## config.mk

```make
export PLATFORM = sky130hd
export DESIGN_NAME = vpu_dst_port
export DESIGN_NICKNAME = d
export VERILOG_FILES = /design/src/rtl/vpu_pkg.sv /design/src/rtl/vpu_dst_fifo.sv /design/src/rtl/vpu_dst_port.sv
export SDC_FILE = /design/constraint.sdc
export NUM_CORES = 1
export LEC_CHECK = 0
export CAP_MARGIN = 5
export CORE_MARGIN = 2
export CORE_UTILIZATION = 50
export DETAILED_ROUTE_END_ITERATION = 8
export GPL_TIMING_DRIVEN = 0
export PLACE_DENSITY = 0.74
export SYNTH_ARGS = -nofsm -noshare
export SYNTH_HDL_FRONTEND = slang
export SYNTH_SLANG_ARGS = --single-unit
```

## constraint.sdc

```tcl
create_clock -name clk -period 4.04 [get_ports clk]
set_input_delay 0.404 -clock clk [delete_from_list [all_inputs] [get_ports clk]]
set_output_delay 0.404 -clock clk [all_outputs]
set_load 0.01 [all_outputs]
```

## src/rtl/vpu_pkg.sv

```systemverilog
// Shared VPU widths and the destination-port entry type used by the ALU
// writeback path.
package vpu_pkg;

   localparam int OPERAND_WIDTH  = 32;
   localparam int DST_ADDR_WIDTH = 5;
   localparam int DST_FIFO_DEPTH = 4;

   typedef struct packed {
      logic [DST_ADDR_WIDTH-1:0] addr;
      logic [OPERAND_WIDTH-1:0]  data;
   } dst_entry_t;

endpackage

```

## src/rtl/vpu_dst_fifo.sv

```systemverilog
// First-word fall-through FIFO of destination entries with flush and an
// explicit occupancy count so full and empty never alias.
module vpu_dst_fifo
   import vpu_pkg::*;
#(
   parameter int DEPTH = DST_FIFO_DEPTH
) (
   input  logic                     clk,
   input  logic                     rst_n,
   input  logic                     push,
   input  logic                     pop,
   input  logic                     flush,
   input  dst_entry_t               wr_entry,
   output dst_entry_t               head,
   output logic [$clog2(DEPTH):0]   count
);

   localparam int PW = $clog2(DEPTH);
   localparam int CW = PW + 1;

   dst_entry_t       mem [DEPTH];
   logic [PW-1:0]    wr_ptr;
   logic [PW-1:0]    rd_ptr;

   // Pointers wrap naturally because DEPTH is a power of two.
   always_ff @(posedge clk) begin
      if (!rst_n || flush) begin
         wr_ptr <= '0;
         rd_ptr <= '0;
         count  <= '0;
      end else begin
         if (push) wr_ptr <= wr_ptr + PW'(1);
         if (pop)  rd_ptr <= rd_ptr + PW'(1);
         case ({push, pop})
            2'b10:   count <= count + CW'(1);
            2'b01:   count <= count - CW'(1);
            default: count <= count;
         endcase
      end
   end

   always_ff @(posedge clk) begin
      if (push) mem[wr_ptr] <= wr_entry;
   end

   assign head = mem[rd_ptr];

endmodule

```

## src/rtl/vpu_dst_port.sv

```systemverilog
// ALU destination port: buffers qualified ALU results and drains them to
// register-file writeback over valid/ready, flagging results dropped when full.
module vpu_dst_port
   import vpu_pkg::*;
#(
   parameter int DATA_WIDTH = OPERAND_WIDTH,
   parameter int ADDR_WIDTH = DST_ADDR_WIDTH,
   parameter int DEPTH      = DST_FIFO_DEPTH
) (
   input  logic                     clk,
   input  logic                     rst_n,
   input  logic                     alu_valid_i,
   input  logic [DATA_WIDTH-1:0]    alu_result_i,
   input  logic [ADDR_WIDTH-1:0]    dst_addr_i,
   output logic                     alu_ready_o,
   output logic                     wb_valid_o,
   output logic [DATA_WIDTH-1:0]    wb_data_o,
   output logic [ADDR_WIDTH-1:0]    wb_addr_o,
   input  logic                     wb_ready_i,
   input  logic                     flush_i,
   output logic [$clog2(DEPTH):0]   count_o,
   output logic                     overflow_err_o
);

   localparam int CW = $clog2(DEPTH) + 1;
   localparam logic [CW-1:0] FULL_COUNT = CW'(DEPTH);

   logic          full;
   logic          push;
   logic          pop;
   logic [CW-1:0] count;
   dst_entry_t    wr_entry;
   dst_entry_t    head;

   // Ready is state-only: a pop in the same cycle never frees a slot for a push.
   assign full        = (count == FULL_COUNT);
   assign alu_ready_o = ~full;
   assign wb_valid_o  = (count != '0);
   assign push        = alu_valid_i & alu_ready_o & ~flush_i;
   assign pop         = wb_valid_o & wb_ready_i & ~flush_i;
   assign wr_entry    = '{addr: dst_addr_i, data: alu_result_i};

   vpu_dst_fifo #(
      .DEPTH    (DEPTH)
   ) u_fifo (
      .clk      (clk),
      .rst_n    (rst_n),
      .push     (push),
      .pop      (pop),
      .flush    (flush_i),
      .wr_entry (wr_entry),
      .head     (head),
      .count    (count)
   );

   assign wb_data_o = wb_valid_o ? head.data : '0;
   assign wb_addr_o = wb_valid_o ? head.addr : '0;
   assign count_o   = count;

   // Sticky drop flag; only flush or reset clears it.
   always_ff @(posedge clk) begin
      if (!rst_n || flush_i) begin
         overflow_err_o <= 1'b0;
      end else if (alu_valid_i && full) begin
         overflow_err_o <= 1'b1;
      end
   end

endmodule

```

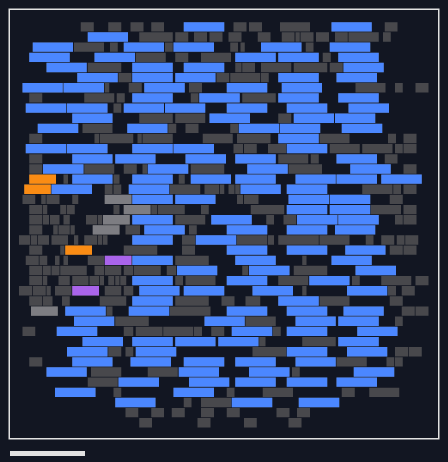
run_1/ff_map.png
Scale bar: 20 um. Other sequential cells in the stronger grey, the rest of the logic in the fainter grey.
legend:
  blue:
    name_in_the_netlist: u_fifo.mem
    flops: 148
    where: spread over the die
  orange:
    name_in_the_netlist: u_fifo.count
    flops: 3
  purple:
    name_in_the_netlist: u_fifo.wr_ptr
    flops: 2

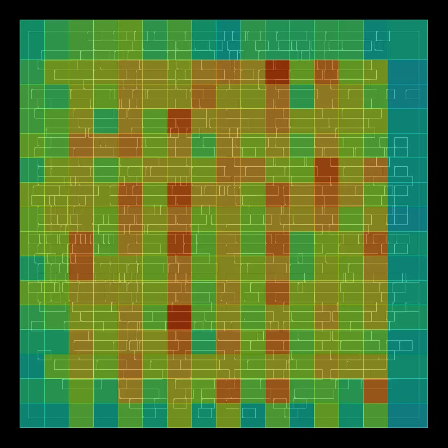
run_1/congestion_map.png
final core area utilization: 65.1%
GR Util All Layers: 17.7%

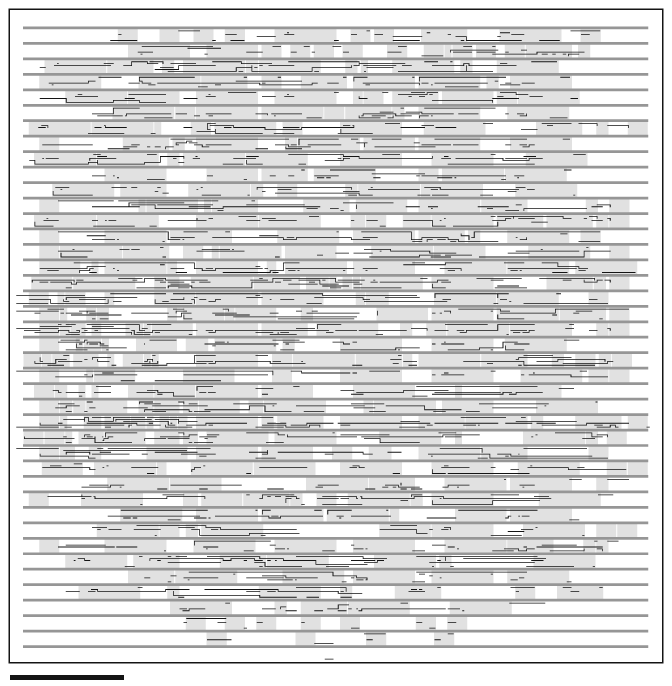
run_1/m1.png
Scale bar: 20 um. Supply wires on this layer in grey.
longest straight run: 45.1 um
nets with wire on the layer: 401

==> results.yml, run 1 <==
# synthesis and place-and-route metrics
final_timing:
  grt_setup_unrepaired: "no"
  skew_ps: 8.15
  hold_violations: 0
  period_minus_slack_ps: 2890
  fin_crit_sh_pct: 71.5
  tightestPinTransition_ps: 562
yosys:
  synthMuxAreaShare_pct: 13.6
  syn_nets: 343
  ys_sh_xor_pct: 0.429
  synth_seq_share_pct: 75.8
clock_network:
  cts_resized: 0
  clkTransAtPathRegs_ps: 60
  hold_buffers: 0
  cts_root_buffer: "clkbuf_16"
  cts_sinks: 158
  max-clock-path-buffers: 2
  cts_setup_buffers: 0
  cts_tree: "built"
  clock_latency_ps: 410
worst_setup_path:
  r2r_end: "u_fifo.count[2]"
  cp_max_fo: 10
  crit_path_start_kind: "register"
  max_stage_delay_ps: 480
  reg2reg_depth: 10
floorplan:
  dieArea_sq_mm: 0.0132
  die.size.x_um: 115
  initial_core_util_pct: 51.2
  ios: 85
  core_area_sq_mm: 0.0120
grt:
  overflow: 0
  grt_max_degree: 32
  use_met1_pct: 23.3
  grtUsageMet3_pct: 5.40
finish:
  drive_gt1_share_pct: 20.0
  finalNetCount: 450
  syn2layout_area_growth_pct: 27.2
  largestClassByArea: "flip-flops and latches"
  clkCellAreaFrac_pct: 7.13
  seq_share_pct: 59.6
  seq_area_sq_mm: 0.00464
  buf_share_pct: 13.0
drt:
  routedWlPerCell_um: 19.0
  wl_met2_mm: 5.31
  met1_length_mm: 4.68
run:
  openroad.warnings: 29
outcome:
  status: "finished clean"
placed_design:
  port_buffers: 84
  place_hpwl_mm: 6.71
==> run 1: cell usage in the layout (no fill, tap or decap), types with 5 or more instances in the layout <==
cell,netlist,final
clkdlybuf4s50_1,0,84
nor2_1,7,7
clkbuf_16,0,17
dfxtp_1,10,10
nor2b_1,39,39
mux4_2,37,37
inv_1,8,8
edfxtp_1,148,148
ha_1,5,5
clkbuf_1,3,9
buf_2,6,6
==> run 1: flip-flops by register name (all words and copies together), names as in the netlist, named ones only <==
signal	flops
overflow_err_o	1
u_fifo.count	3
u_fifo.wr_ptr	2
u_fifo.mem	148
u_fifo.rd_ptr	2
==> run 1: synth_stat cells <==
cell        n
edfxtp_1  148
nor2b_1    39
mux4_2     37
dfxtp_1    10
inv_1       8
nor2_1      7
buf_2       6
ha_1        5
a21oi_1     4
and3_1      4
buf_6       4
clkbuf_1    3
xor2_1      3
o21ai_0     2
or3_1       2
a21o_1      1
and2_4      1
clkbuf_2    1
fa_1        1
nand2_1     1
nand2b_1    1
nand3_1     1
nand4_1     1
nor3_1      1
o21a_1      1
o31ai_1     1
o31ai_2     1
or3b_1      1
==> run 1: worst max path at each step <==
stage | start | cells past startpoint | endpoint
floorplan | u_fifo.count[2] | 10 | u_fifo.count[2]
global placement | alu_valid_i | 3 | u_fifo.mem[0][34]
detailed placement | alu_valid_i | 10 | u_fifo.count[2]
CTS | u_fifo.count[0] | 5 | wb_data_o[22]
global route | u_fifo.count[2] | 5 | wb_data_o[24]
finish | u_fifo.count[0] | 5 | wb_data_o[22]
==> run 1: report_power, final <==
| part | internal [uW] | switching (uW) |
|---|---|---|
| Clock | 920 | 571 |
| Sequential | 1810 | 6.03 |
| Combinational | 92.3 | 69.5 |
run_1/port_trees.png
Scale bar: 20 um.
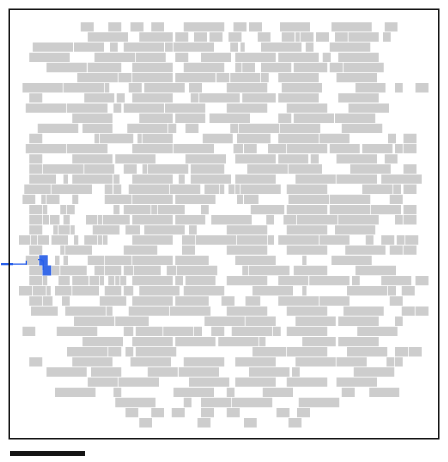

==> run 1 -> run 2 <==
Clock period 4.04 ns to 2.8 ns, I/O delays scaled along.
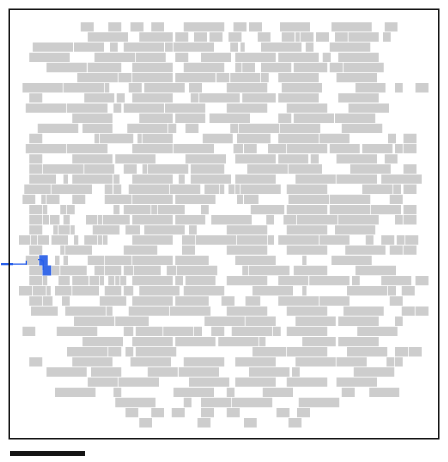
run_2/port_trees.png
Scale bar: 20 um.
legend:
  blue:
    port: rst_n
    direction: input
    end_cells: 2
    buffers: 1
    wire: 8.90 um
Buffers on Ports: 84
# IOs: 85

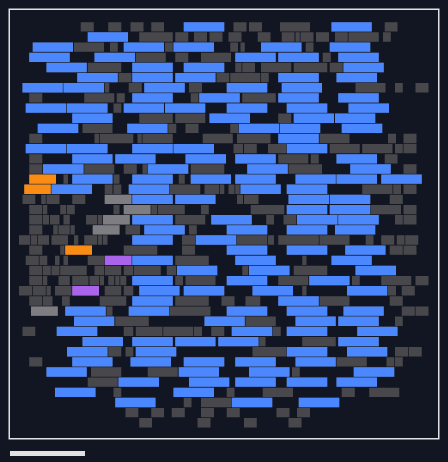
run_2/ff_map.png
Scale bar: 20 um. Other sequential cells in the stronger grey, the rest of the logic in the fainter grey.
legend:
  purple:
    name_in_the_netlist: u_fifo.wr_ptr
    flops: 2
  orange:
    name_in_the_netlist: u_fifo.count
    flops: 3
  blue:
    name_in_the_netlist: u_fifo.mem
    flops: 148
    where: spread over the die
final core area utilization: 65.2%
Seq group: 2630 uW
Seq/total area: 59.6%
FF/Latch Area: 0.00464 sq mm

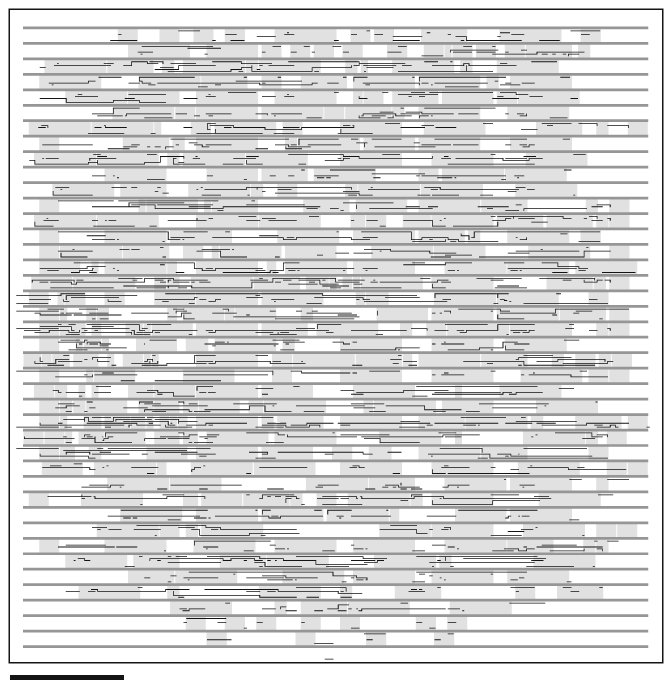
run_2/m1.png
Scale bar: 20 um. Supply wires on this layer in grey.
nets with wire on the layer: 401
main direction: horizontal
longest straight run: 45.1 um
wire length on this layer: 4690 um

==> run 2 against run 1 <==
  * First-iteration DRC count shrank 2.1%
  * Setup slack lost 940 ps
  * Largest power group unchanged
  * Clock power grew 44%
  * Sequential share of layout area is essentially flat
==> results.yml, run 2 <==
# synthesis and place-and-route metrics
outcome:
  status: "finished clean"
clock_network:
  cts_resized: 0
  clock_latency_ps: 410
  cts_tree: "built"
  cts_sinks: 158
  clkTransAtPathRegs_ps: 60
grt:
  use_met1_pct: 23.3
  grt_use_total_pct: 17.7
final_timing:
  fin_crit_sh_pct: 92.7
  period_minus_slack_ps: 2590
finish:
  finalNetCount: 450
  reg.largest.list: "u_fifo.mem (148), u_fifo.count (3)"
  syn2layout_area_growth_pct: 27.3
  most-common-layout-cells: "148 x edfxtp_1, 84 x clkdlybuf4s50_1, 39 x nor2b_1"
yosys:
  common_cells: "148 x edfxtp_1, 39 x nor2b_1, 37 x mux4_2, 10 x dfxtp_1, 8 x inv_1"
  syn_nets: 343
  synth.most_common_cell: "edfxtp_1"
floorplan:
  core_area_sq_mm: 0.0120
  die.size.x_um: 115
  dieArea_sq_mm: 0.0132
worst_setup_path:
  crit_path_start_kind: "register"
  r2r_end: "u_fifo.count[2]"
  reg2reg_depth: 10
drt:
  routedWlPerCell_um: 19.1
-- run 2: where the power goes --
part / leakage [uW] / total, uW / internal (uW) / switching (uW)
combinational: 0.000786 / 234 / 133 / 100
clock: 0.000266 / 2150 / 1330 / 823
sequential: 0.00143 / 2630 / 2620 / 8.90
total: 0.00248 / 5010 / 4080 / 932
-- run 2: how the worst max path moves through the flow --
stage                          startpoint                 to  slack [ps]  cells past startpoint
after floorplan           u_fifo.count[2]    u_fifo.count[2]         470                     10
after global placement        alu_valid_i  u_fifo.mem[0][34]        -440                      3
after detailed placement      alu_valid_i    u_fifo.count[2]         300                     10
after CTS                 u_fifo.count[0]      wb_data_o[22]          40                      5
after global routing      u_fifo.count[2]      wb_data_o[24]          60                      5
final                     u_fifo.count[0]      wb_data_o[22]         210                      5
-- run 2: critical path, stage by stage (launching register included) --
cell             delay, ps
dfxtp_1                370
nor3_2                 320
buf_2                  330
buf_2                  310
nor2b_1                 90
clkdlybuf4s50_1        480
-- run 2: metal layers --
layer  share of wire, %  vias to the layer above
met1                 44                     1529
met2                 49                       81
met5                  0                        -
met3                5.6                       11
met4                1.2                        0
li1                   -                     1384
-- run 2: layout make-up --
| class | count | area [sq um] |
|---|---|---|
| Buffer | 14 | 91.3 |
| Clock buffer | 24 | 462 |
| Clock inverter | 8 | 93.8 |
| Fill cell | 818 | 4170 |
| Inverter | 8 | 30.0 |
| Multi-Input combinational cell | 115 | 1370 |
| Sequential cell | 158 | 4640 |
| Tap cell | 147 | 184 |
| Timing Repair Buffer | 88 | 921 |
-- run 2: kinds of logic after synthesis --
logic type	share of synthesized area, %
xor gates and xnor gates	0.429
muxes	13.6
AOI/OAI and AO/OA	1.06
buffers and inverters	1.98
adders and majority gates	1.35
and+or+nand+nor	5.74
DFF	75.8
==> run 2 -> run 3 <==
Settings changed: TNS_END_PERCENT set to 50.
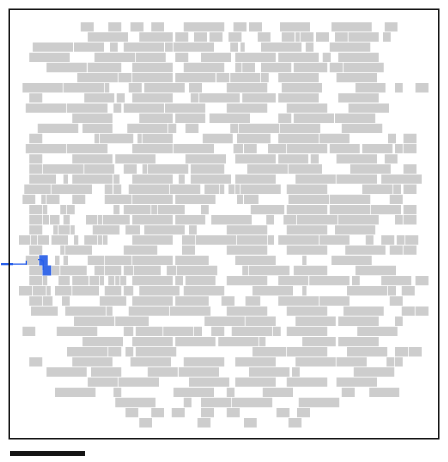
run_3/port_trees.png
Scale bar: 20 um.
legend:
  blue:
    port: rst_n
    direction: input
    end_cells: 2
    buffers: 1
    wire: 8.90 um

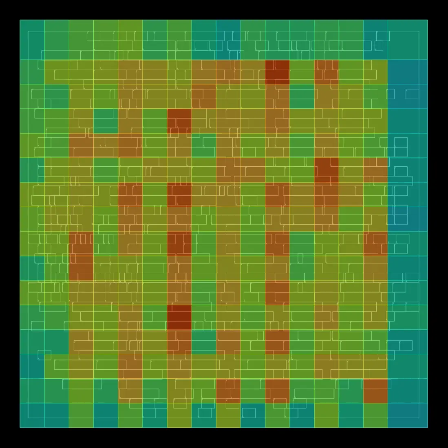
run_3/congestion_map.png
M2 GR Usage: 28.2%
post-DR wirelength/cell: 19.1 um
GRT met3 Usage: 5.40%

==> run 3 against run 2 <==
  * Sequential power barely moved
  * Die area unchanged
  * Global-route usage stayed put
  * Setup slack did not move
  * Sequential cell count unchanged
  * Sequential share of layout area unchanged
  * Critical path type unchanged
==> results.yml, run 3 <==
# synthesis and place-and-route metrics
outcome:
  status: "finished clean"
grt:
  grt_use_total_pct: 17.7
  overflow: 0
power:
  combPwrFrac_pct: 4.7
  power.share.clock_pct: 42.9
worst_setup_path:
  path_cells: "nor3_2 -> buf_2 -> buf_2 -> nor2b_1 -> clkdlybuf4s50_1"
  crit_path_start_kind: "register"
  cp_slowest_cell: "clkdlybuf4s50_1"
  cpLargestDelayFamily: "buffers and inverters"
placed_design:
  port_buffers: 84
floorplan:
  dieArea_sq_mm: 0.0132
  initial_core_util_pct: 51.2
  core_area_sq_mm: 0.0120
  ios: 85
clock_network:
  clkTransAtPathRegs_ps: 60
  max-clock-path-buffers: 2
  cts_root_buffer: "clkbuf_16"
  cts_resized: 0
  hold_buffers: 0
  cts_setup_buffers: 0
  cts_sinks: 158
finish:
  finalNetCount: 450
  fin_util_pct: 65.2
  largest_reg_flops: 148
  reg.largest.list: "u_fifo.mem (148), u_fifo.count (3)"
  largest_register: "u_fifo.mem"
yosys:
  edf_count: 148
  syn_nets: 343
final_timing:
  period_minus_slack_ps: 2590
  hold_violations: 0
run:
  openroad.warnings: 29
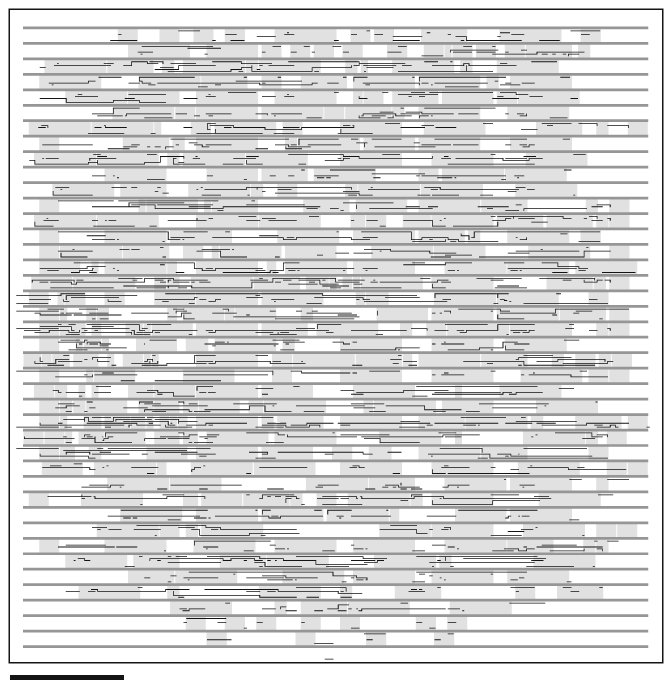
run_3/m1.png
Scale bar: 20 um. Supply wires on this layer in grey.
longest straight run: 45.1 um
main direction: horizontal
share of all routed wire: 44%

-- run 3: cells by family (layout without fill, tap and decap cells) --
group                      after synthesis  in the layout  share of synthesized area (%)
xor gates and xnor gates                 3              3                          0.429
buffers and inverters                   22            142                           1.98
muxes                                   37             37                           13.6
DFF                                    158            158                           75.8
AOI/OAI and AO/OA                       10             10                           1.06
adders and majority gates                6              6                           1.35
and+or+nand+nor                         59             59                           5.74
-- run 3: path summary, 6_finish.rpt --
| kind | end | slack (ps) | startpoint | depth (start not counted) |
|---|---|---|---|---|
| setup / recovery | wb_data_o[22] | 210 | u_fifo.count[0] | 5 |
| hold / removal | overflow_err_o | 470 | overflow_err_o | 1 |
| setup reg to reg | u_fifo.count[2] | 310 | u_fifo.count[2] | 10 |
| hold reg to reg | overflow_err_o | 470 | overflow_err_o | 1 |
-- run 3: cell type report --
type	instances	area [sq um]
clock inverter	8	93.8
sequential	158	4640
buffer	14	91.3
tap	147	184
inverter	8	30.0
fill	818	4170
timing repair buffer	88	921
clock buffer	24	462
multi-input combinational	115	1370
-- run 3: metal layers --
metal  up-vias  share of wire [%]  track usage (%)
met2        81                 49             28.2
met3        11                5.6             5.40
met5         -                  0                0
met4         0                1.2             6.59
met1      1529                 44             23.3
li1       1384                  -                -
-- run 3: worst reg2reg max path: cells and delay by family, from the launching register on --
| family | cells | cell delay, ps |
|---|---|---|
| fa+ha+maj | 2 | 550 |
| flops | 1 | 420 |
| buf+inv | 3 | 300 |
| xor+xnor | 1 | 160 |
| compound gates | 1 | 170 |
| simple gates | 3 | 820 |
-- run 3: power groups by stage --
stage	clock network, uW	logic [uW]	registers (uW)
after floorplan	0	92.8	2670
after global placement	0	224	2670
after detailed placement	0	236	2680
after CTS	2190	237	2630
after global routing	2290	253	2630
final	2150	234	2630
No activity file was given, so power comes from the tool's default toggle rates.
